File: config.mk
export PLATFORM = sky130hd
export DESIGN_NAME = mem_stage_ctrl
export DESIGN_NICKNAME = d
export VERILOG_FILES = /design/src/rtl/mem_stage_ctrl_pkg.sv /design/src/rtl/mem_stage_ctrl_wb_reg.sv /design/src/rtl/mem_stage_ctrl.sv
export SDC_FILE = /design/constraint.sdc
export NUM_CORES = 1
export LEC_CHECK = 0
export ABC_AREA = 1
export CAP_MARGIN = 5
export CORE_UTILIZATION = 35
export DETAILED_ROUTE_END_ITERATION = 10
export PLACE_DENSITY_LB_ADDON = 0.1
export RECOVER_POWER = 50
export SETUP_SLACK_MARGIN = 0.5
export SYNTH_ARGS = -nofsm -noshare
export SYNTH_HDL_FRONTEND = slang
export SYNTH_SLANG_ARGS = --single-unit
File: constraint.sdc
create_clock -name clk_i -period 16.3 [get_ports clk_i]
set_input_delay 1.63 -clock clk_i [delete_from_list [all_inputs] [get_ports clk_i]]
set_output_delay 1.63 -clock clk_i [all_outputs]
set_load 0.005 [all_outputs]
File: src/rtl/mem_stage_ctrl_pkg.sv
// mem_stage_ctrl_pkg
// Shared definitions for the memory stage and the pipeline top:
//   - datapath widths (XLEN data, PCW program counter, REGW register index)
//   - FSM state type of the memory-access controller
//   - reset/bubble values for the MEM/WB register fields
//   - pc_to_xlen(): zero-extends a PC value to a full data word
package mem_stage_ctrl_pkg;

    localparam int XLEN = 64;
    localparam int PCW  = 32;
    localparam int REGW = 5;
    localparam int CNTW = 8;

    typedef enum logic {
        ST_IDLE = 1'b0,
        ST_WAIT = 1'b1
    } mem_state_e;

    // A bubble is indistinguishable from the reset contents of MEM/WB.
    localparam logic [XLEN-1:0] WB_DATA_BUBBLE     = '0;
    localparam logic [REGW-1:0] WB_RD_BUBBLE       = '0;
    localparam logic            WB_REGWRITE_BUBBLE = 1'b0;

    function automatic logic [XLEN-1:0] pc_to_xlen(input logic [PCW-1:0] pc);
        return {{(XLEN-PCW){1'b0}}, pc};
    endfunction

endpackage

File: src/rtl/mem_stage_ctrl_wb_reg.sv
// mem_wb_reg
// MEM/WB pipeline register. Loads a new entry every clock; when bubble_i is
// high the entry written is the bubble (no write, rd 0, data 0).
// Ports:
//   clk_i, rst_i            clock, asynchronous active-high reset
//   bubble_i                write a bubble instead of the data inputs
//   data_i, rd_i, regwrite_i   entry to capture
//   data_o, rd_o, regwrite_o   registered MEM/WB fields
module mem_wb_reg
    import mem_stage_ctrl_pkg::*;
(
    input  logic            clk_i,
    input  logic            rst_i,
    input  logic            bubble_i,
    input  logic [XLEN-1:0] data_i,
    input  logic [REGW-1:0] rd_i,
    input  logic            regwrite_i,
    output logic [XLEN-1:0] data_o,
    output logic [REGW-1:0] rd_o,
    output logic            regwrite_o
);

    logic [XLEN-1:0] data_reg;
    logic [REGW-1:0] rd_reg;
    logic            regwrite_reg;

    always_ff @(posedge clk_i or posedge rst_i) begin
        if (rst_i) begin
            data_reg     <= WB_DATA_BUBBLE;
            rd_reg       <= WB_RD_BUBBLE;
            regwrite_reg <= WB_REGWRITE_BUBBLE;
        end else if (bubble_i) begin
            data_reg     <= WB_DATA_BUBBLE;
            rd_reg       <= WB_RD_BUBBLE;
            regwrite_reg <= WB_REGWRITE_BUBBLE;
        end else begin
            data_reg     <= data_i;
            rd_reg       <= rd_i;
            regwrite_reg <= regwrite_i;
        end
    end

    assign data_o     = data_reg;
    assign rd_o       = rd_reg;
    assign regwrite_o = regwrite_reg;

endmodule

File: src/rtl/mem_stage_ctrl.sv
// mem_stage_ctrl
// Memory-stage controller. Takes the EX/MEM register outputs, performs the
// data-memory access over a req/ack handshake, resolves branch/jump
// prediction and feeds the MEM/WB register.
// Ports:
//   clk_i, rst_i                     clock, asynchronous active-high reset
//   pc_next4_i, ex_res_i, rr_data2_i EX/MEM datapath fields
//   rd_i, regwrite_i, memread_i, memwrite_i, memtoreg_i   EX/MEM control
//   branch_i, branch_pre_i, jump_i   branch outcome / prediction / jump
//   dmem_*                           data-memory request/ack interface
//   mem_stall_o                      hold IF..EX/MEM this cycle
//   flush_o, redirect_pc_o           mispredict flush and fetch redirect
//   wb_data_o, wb_rd_o, wb_regwrite_o  MEM/WB register outputs
//   mem_err_o                        sticky access-timeout flag
// Parameter ACK_TIMEOUT (1..255): WAIT cycles without ack before the access
// is abandoned.
module mem_stage_ctrl
    import mem_stage_ctrl_pkg::*;
#(
    parameter int ACK_TIMEOUT = 16
) (
    input  logic            clk_i,
    input  logic            rst_i,
    input  logic [PCW-1:0]  pc_next4_i,
    input  logic [XLEN-1:0] ex_res_i,
    input  logic [XLEN-1:0] rr_data2_i,
    input  logic [REGW-1:0] rd_i,
    input  logic            regwrite_i,
    input  logic            memread_i,
    input  logic            memwrite_i,
    input  logic            memtoreg_i,
    input  logic            branch_i,
    input  logic            branch_pre_i,
    input  logic            jump_i,
    output logic            dmem_req_o,
    output logic            dmem_we_o,
    output logic [XLEN-1:0] dmem_addr_o,
    output logic [XLEN-1:0] dmem_wdata_o,
    input  logic [XLEN-1:0] dmem_rdata_i,
    input  logic            dmem_ack_i,
    output logic            mem_stall_o,
    output logic            flush_o,
    output logic [PCW-1:0]  redirect_pc_o,
    output logic [XLEN-1:0] wb_data_o,
    output logic [REGW-1:0] wb_rd_o,
    output logic            wb_regwrite_o,
    output logic            mem_err_o
);

    localparam logic [CNTW:0] ACK_LIMIT = (CNTW+1)'(ACK_TIMEOUT);

    mem_state_e      state_reg;
    logic [CNTW-1:0] cnt_reg;
    logic            err_reg;

    // Access captured on leaving IDLE, so WAIT does not depend on EX/MEM.
    logic [XLEN-1:0] addr_reg;
    logic [XLEN-1:0] wdata_reg;
    logic            we_reg;
    logic [REGW-1:0] rd_reg;
    logic            regwrite_reg;
    logic            memtoreg_reg;
    logic            jump_reg;
    logic [PCW-1:0]  pc4_reg;

    logic            mem_op;
    logic            taken;
    logic [CNTW:0]   cnt_plus1;
    logic            timeout_hit;

    logic            req_next;
    logic            we_next;
    logic [XLEN-1:0] addr_next;
    logic [XLEN-1:0] wdata_next;
    logic            stall_next;
    logic            flush_next;
    logic [PCW-1:0]  redirect_next;
    logic            bubble_next;
    logic [XLEN-1:0] wb_data_next;
    logic [REGW-1:0] wb_rd_next;
    logic            wb_regwrite_next;

    assign mem_op    = memread_i | memwrite_i;
    assign taken     = branch_i | jump_i;
    assign cnt_plus1 = {1'b0, cnt_reg} + {{CNTW{1'b0}}, 1'b1};

    // The cycle in which the counter would reach ACK_TIMEOUT is the last one
    // the access may complete in; an ack arriving then still wins.
    assign timeout_hit = (state_reg == ST_WAIT) && !dmem_ack_i && (cnt_plus1 >= ACK_LIMIT);

    always_comb begin
        req_next         = 1'b0;
        we_next          = 1'b0;
        addr_next        = '0;
        wdata_next       = '0;
        stall_next       = 1'b0;
        flush_next       = 1'b0;
        redirect_next    = pc_next4_i;
        bubble_next      = 1'b0;
        wb_data_next     = WB_DATA_BUBBLE;
        wb_rd_next       = WB_RD_BUBBLE;
        wb_regwrite_next = WB_REGWRITE_BUBBLE;

        case (state_reg)
            ST_IDLE: begin
                if (mem_op) begin
                    req_next   = 1'b1;
                    we_next    = memwrite_i;
                    addr_next  = ex_res_i;
                    wdata_next = rr_data2_i;
                    if (dmem_ack_i) begin
                        wb_data_next     = memtoreg_i ? dmem_rdata_i :
                                           jump_i     ? pc_to_xlen(pc_next4_i) : ex_res_i;
                        wb_rd_next       = rd_i;
                        wb_regwrite_next = regwrite_i;
                    end else begin
                        stall_next  = 1'b1;
                        bubble_next = 1'b1;
                    end
                end else begin
                    wb_data_next     = jump_i ? pc_to_xlen(pc_next4_i) : ex_res_i;
                    wb_rd_next       = rd_i;
                    wb_regwrite_next = regwrite_i;
                    flush_next       = taken ^ branch_pre_i;
                    redirect_next    = taken ? ex_res_i[PCW-1:0] : pc_next4_i;
                end
            end
            ST_WAIT: begin
                req_next   = 1'b1;
                we_next    = we_reg;
                addr_next  = addr_reg;
                wdata_next = wdata_reg;
                if (dmem_ack_i) begin
                    wb_data_next     = memtoreg_reg ? dmem_rdata_i :
                                       jump_reg     ? pc_to_xlen(pc4_reg) : addr_reg;
                    wb_rd_next       = rd_reg;
                    wb_regwrite_next = regwrite_reg;
                end else if (timeout_hit) begin
                    // Abandoned access retires without touching the register file.
                    wb_rd_next       = rd_reg;
                    wb_regwrite_next = 1'b0;
                end else begin
                    stall_next  = 1'b1;
                    bubble_next = 1'b1;
                end
            end
            default: begin
                bubble_next = 1'b1;
            end
        endcase

        // Reset forces the handshake and pipeline controls low immediately,
        // without waiting for the next edge.
        if (rst_i) begin
            req_next      = 1'b0;
            we_next       = 1'b0;
            addr_next     = '0;
            wdata_next    = '0;
            stall_next    = 1'b0;
            flush_next    = 1'b0;
            redirect_next = '0;
        end
    end

    always_ff @(posedge clk_i or posedge rst_i) begin
        if (rst_i) begin
            state_reg    <= ST_IDLE;
            cnt_reg      <= '0;
            err_reg      <= 1'b0;
            addr_reg     <= '0;
            wdata_reg    <= '0;
            we_reg       <= 1'b0;
            rd_reg       <= '0;
            regwrite_reg <= 1'b0;
            memtoreg_reg <= 1'b0;
            jump_reg     <= 1'b0;
            pc4_reg      <= '0;
        end else begin
            case (state_reg)
                ST_IDLE: begin
                    if (mem_op) begin
                        addr_reg     <= ex_res_i;
                        wdata_reg    <= rr_data2_i;
                        we_reg       <= memwrite_i;
                        rd_reg       <= rd_i;
                        regwrite_reg <= regwrite_i;
                        memtoreg_reg <= memtoreg_i;
                        jump_reg     <= jump_i;
                        pc4_reg      <= pc_next4_i;
                        if (!dmem_ack_i) begin
                            state_reg <= ST_WAIT;
                            cnt_reg   <= '0;
                        end
                    end
                end
                ST_WAIT: begin
                    if (dmem_ack_i) begin
                        state_reg <= ST_IDLE;
                    end else if (timeout_hit) begin
                        state_reg <= ST_IDLE;
                        err_reg   <= 1'b1;
                    end else if (cnt_reg != {CNTW{1'b1}}) begin
                        cnt_reg <= cnt_reg + 1'b1;
                    end
                end
                default: begin
                    state_reg <= ST_IDLE;
                end
            endcase
        end
    end

    mem_wb_reg u_mem_wb_reg (
        .clk_i      (clk_i),
        .rst_i      (rst_i),
        .bubble_i   (bubble_next),
        .data_i     (wb_data_next),
        .rd_i       (wb_rd_next),
        .regwrite_i (wb_regwrite_next),
        .data_o     (wb_data_o),
        .rd_o       (wb_rd_o),
        .regwrite_o (wb_regwrite_o)
    );

    assign dmem_req_o    = req_next;
    assign dmem_we_o     = we_next;
    assign dmem_addr_o   = addr_next;
    assign dmem_wdata_o  = wdata_next;
    assign mem_stall_o   = stall_next;
    assign flush_o       = flush_next;
    assign redirect_pc_o = redirect_next;
    assign mem_err_o     = err_reg;

endmodule
Figure 1. I/O pins on the die edge (run 1).
Scale: 2 px per um. Pins as bars across the die edge, other pins in grey.
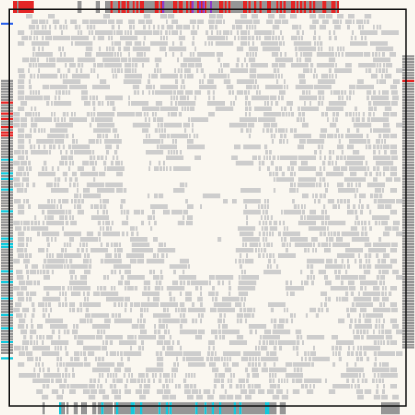
legend:
  wb_rd_o:
    colour: purple
    pins: 5
    direction: output
    edge: north
  dmem_wdata_o:
    colour: red
    pins: 64
    direction: output
    edge: 57 north, 6 west, 1 east
  pc_next4_i:
    colour: cyan
    pins: 32
    direction: input
    edge: 17 south, 15 west
  clk_i:
    colour: blue
    pins: 1
    direction: input
    edge: west
IO Port Bufs: 473
chip width: 198 um

Figure 2. Clock nets (run 1).
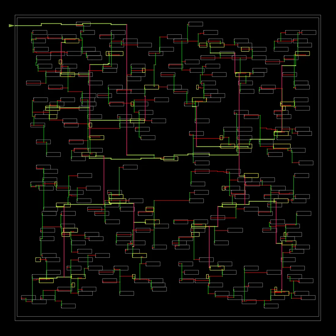
setup clock skew after layout: 0.00786 ns
CTS buffer count: 30
clock latency reported for the late side of the worst-skew pair: 0.56 ns

Figure 3. M3 wires (run 1).
Scale: 2 px per um.
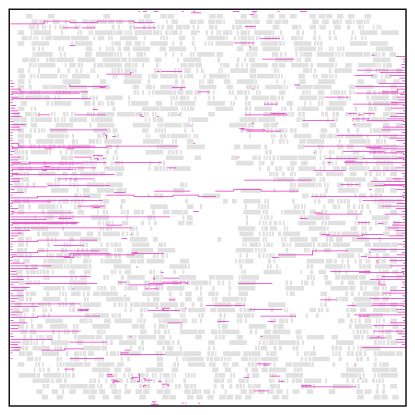
longest straight run: 79.4 um
main direction: horizontal
total routed wirelength: 52.0 mm
grt met3 use: 0.0579
via count: 14.3k

==> CHANGELOG.md, run 1 <==
## Implementation

- Status: finished, violations left
- Violated checks: capacitance limit, slew limit
- Worst Setup Slack post-DPL: 10.01 ns
- Largest stage delay on the critical path: 3.94 ns
- Worst hold margin: 0.466 ns
- Hold Crit Depth: 2
- Terminus of the critical flop-to-flop path: u_mem_wb_reg.data_o[34]
- # clk buffers: ~42
- Die Area: slightly below 40000 um^2
- Flip-flop and latch count after synthesis: about 250
- Data required time of the critical path: roughly 15 ns
- Type of the tightest min-delay check: register to register
- Min cycle time layout: roughly 10 ns
- Cell with the most instances after synthesis: sky130_fd_sc_hd__nand2_1
- GRT busiest layer: met2
- Clock network contribution to total cell area: 0.0516
- Cell internal power dissipation: ~1.3 mW
- CP Data Arrival Time: 8.42 ns
- Hold EP: mem_err_o
- Number of tapcells: just over 500
- Mux cell area share: 0
- Worst relative slew slack: -2.33
- Avg Inst Size Synth: approximately 7.2 um^2
- Portion of the post-synthesis area used by sequential elements: 0.465
- Share of the core filled by cells before placement: 0.356
- FILL cells: 3709
- DRC errors left: 0
- TritonCTS clock tree: done
- Leak pwr: roughly 8.6 nW
- Count of distinct cell types in the synthesized netlist: 28
- Layout Utilization: 0.512
- Worst reg-to-reg setup slack: between 9 and 10 ns
- Post-route setup TNS: 0 ns
- Most common reg cell: sky130_fd_sc_hd__dfrtp_1
- Flop share of the area: 0.323
- Number of nets in the final layout: 2486
- Top cell area share: 0.465
- Syn. warnings: 0
- Power Total: 1.90 mW
- Power dissipated in combinational cells: about 0.48 mW
- Peak Freq: ~0.10 GHz
- Max-Cap Viols: 4
- Number of buffers and inverters on the critical path: 4
- Start of the worst register-to-register path: state_reg
- Largest family of logic cells by area: simple AND/OR/NAND/NOR gates
- Post-layout worst setup margin: approximately 6.3 ns
- Pins Over Slew Limit: around 330
- Post-Synthesis Net Count: around 2.1k
- CP startpoint kind: input port
- Non-clock buffers, area share: 0.251
- Number of iterations in the first detailed-routing pass: 5
- Drt initial violations: 723
- Maximum number of buffers from clock root to sink: 3
- Hold violation total from the final report: 0
- Antenna violations before repair: 9
- Routability congestion estimate from global placement: about 0.84
- Antenna cells: 8
- Portion of total power attributed to sequential cells: 0.393
- Fraction of layout instances using a drive strength above 1: 0.0375
- Detail-routed net length per standard cell: between 15 and 20 um
- Instance count of the mapped netlist: around 1.9k
- Post-synth design cell area: ~13000 um^2
- Hold bufs inserted after CTS: 0
- Final std cell area, no fill: between 15000 and 20000 um^2
- Number of cells in Yosys stat: about 1.9k
- Worst voltage drop across the vdd grid: around 0.086 mV
- Number of global-route vias before repair: 13.7k
- Worst path cell trace: buf_4 > clkinvlp_2 > buf_12 > o21ai_0 > a21oi_1 > clkdlybuf4s50_1
- Worst R2R Path Depth: 7
- Routed wire length on met2: around 25 mm
- Area figure in the yosys stat output: roughly 13000 um^2
- Wire length of the first global-routing pass: 79.2 mm
- Power consumed by the clock network: roughly 0.68 mW
- Clock input transition at the sequential cells of the worst setup and hold paths: roughly 0.050 ns
- XOR Share, Synth: 0.000654
- Post-route met1 wirelength: around 21 mm
- Count of endpoints failing setup in the final report: 0
- Share of the clock period used by the worst path: 0.617
- Post-DP HPWL: roughly 34 mm
- Startpoint of the most critical setup path: rst_i
- Layout buffer count excluding clock buffers: between 400 and 500
- Top-level I/O count: between 400 and 500
- Total length of routed met3 wires: approximately 3.8 mm
- Setup repair after global routing missed its margin: no
- Total gr overflow: 0
- Proportion of total power due to net switching: 0.302
- AND-OR/OR-AND share of the synthesized area: 0.225
- Row cnt: approximately 70
- Post-Place Cells: ~2.7k
- Highest routed layer: met5
Figure 4. A small window of the routed layout (run 1).
Window x 123 to 173, y 123 to 173 um. Cells in grey, sequential cells in the stronger grey; small squares are vias.
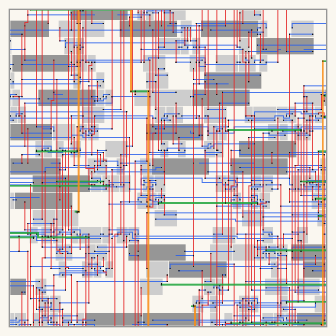

--- run 2 (diff from run 1) ---
==> constraint.sdc (replaced) <==
create_clock -name clk_i -period 8.27 [get_ports clk_i]
set_input_delay 0.827 -clock clk_i [delete_from_list [all_inputs] [get_ports clk_i]]
set_output_delay 0.827 -clock clk_i [all_outputs]
set_load 0.005 [all_outputs]
Figure 5. A small window of the routed layout (run 2).
Window x 123 to 173, y 123 to 173 um. Cells in grey, sequential cells in the stronger grey; small squares are vias.
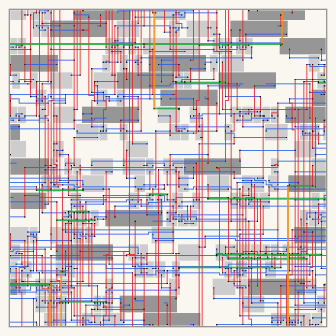
legend:
  M3:
    colour: green
  M1:
    colour: blue
  M2:
    colour: red
  M4:
    colour: orange
sequential cells in the window: 22
netlist names of flops here include: wdata_reg (9), addr_reg (7), u_mem_wb_reg.data_o (5)
most frequent: nand2_1 (46), a21oi_1 (36)
cells with their middle in the window: 176

Figure 6. I/O pins on the die edge (run 2).
Scale: 2 px per um. Pins as bars across the die edge, other pins in grey.
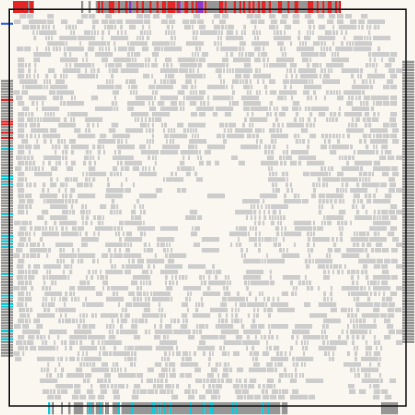
legend:
  clk_i:
    colour: blue
    pins: 1
    direction: input
    edge: west
  wb_rd_o:
    colour: purple
    pins: 5
    direction: output
    edge: north
  dmem_wdata_o:
    colour: red
    pins: 64
    direction: output
    edge: 59 north, 5 west
  pc_next4_i:
    colour: cyan
    pins: 32
    direction: input
    edge: 18 south, 14 west
y dimension of the die: 198 um

==> run 2 against run 1 <==
  * The run still ends with capacitance limit, slew limit left
  * Register-to-register slack got worse by 7.1 ns
  * Final area fell by 0.30%
  * Global-route usage barely moved
  * Final cell count fell by 0.11%
  * Worst setup slack got worse by 4.0 ns
  * Worst hold slack got worse by 0.0024 ns
  * Non-clock buffer count rose by 2
  * Wire length fell by 0.12%
  * Critical path type is now register to output port
  * Critical endpoint is now mem_stall_o
  * Largest cell class unchanged
==> CHANGELOG.md, run 2 <==
## Implementation

- Clock latency reported for the late side of the worst-skew pair: roughly 0.56 ns
- Share of the core filled by cells before placement: 0.356
- Number of cells in Yosys stat: ~1.9k
- Hold bufs inserted after CTS: 0
- DRC errors left: 0
- Max-Cap Viols: 4
- Power consumed by the clock network: about 1.3 mW
- Proportion of total power due to net switching: 0.303
- Portion of total power attributed to sequential cells: 0.399
- XOR Share, Synth: 0.000654
- CP Data Arrival Time: 5.23 ns
- Worst voltage drop across the vdd grid: around 0.14 mV
- Status: finished, violations left
- Flop share of the area: 0.324
- Pins Over Slew Limit: roughly 220
- Syn. warnings: 0
- Drt initial violations: about 790
- Setup clock skew after layout: approximately 0.011 ns
- IO Port Bufs: around 470
- Worst hold margin: approximately 0.46 ns
- Hold EP: mem_err_o
- Violated checks: capacitance limit, slew limit
- Layout Utilization: 0.511
- CTS buffer count: 30
- Mux cell area share: 0
- Peak Freq: around 0.16 GHz
- Startpoint of the most critical setup path: state_reg
- Hold violation total from the final report: 0
- Worst path cell trace: buf_4 > nand2_4 > nand2_1 > nor2_1 > clkdlybuf4s50_1
- Worst R2R Path Depth: 6
- Cell with the most instances after synthesis: sky130_fd_sc_hd__nand2_1
- Detail-routed net length per standard cell: 18.7 um
- Data required time of the critical path: 7.44 ns
- Fraction of layout instances using a drive strength above 1: 0.0340
- Maximum number of buffers from clock root to sink: 3
- Area figure in the yosys stat output: between 10000 and 15000 um^2
- Worst Setup Slack post-DPL: about 4.1 ns
- Total gr overflow: 0
- Number of nets in the final layout: ~2.5k
- Total length of routed met3 wires: around 3.6 mm
- Flip-flop and latch count after synthesis: between 200 and 250
Figure 7. Metal 4 (run 2).
Scale: 2 px per um. Supply wires on this layer in grey.
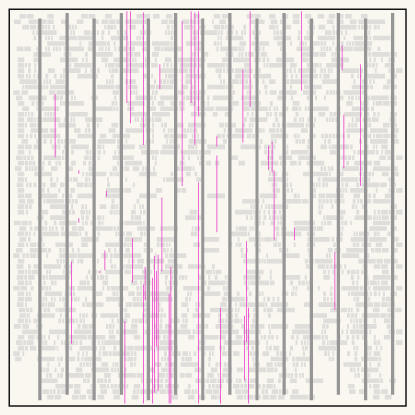
longest straight run: 110 um
wire length on this layer: 1700 um
nets with wire on the layer: 34
share of all routed wire: 3.3%
via count: 14.3k
total routed wirelength: 52.0 mm

Power is estimated from default activity; no workload was simulated.
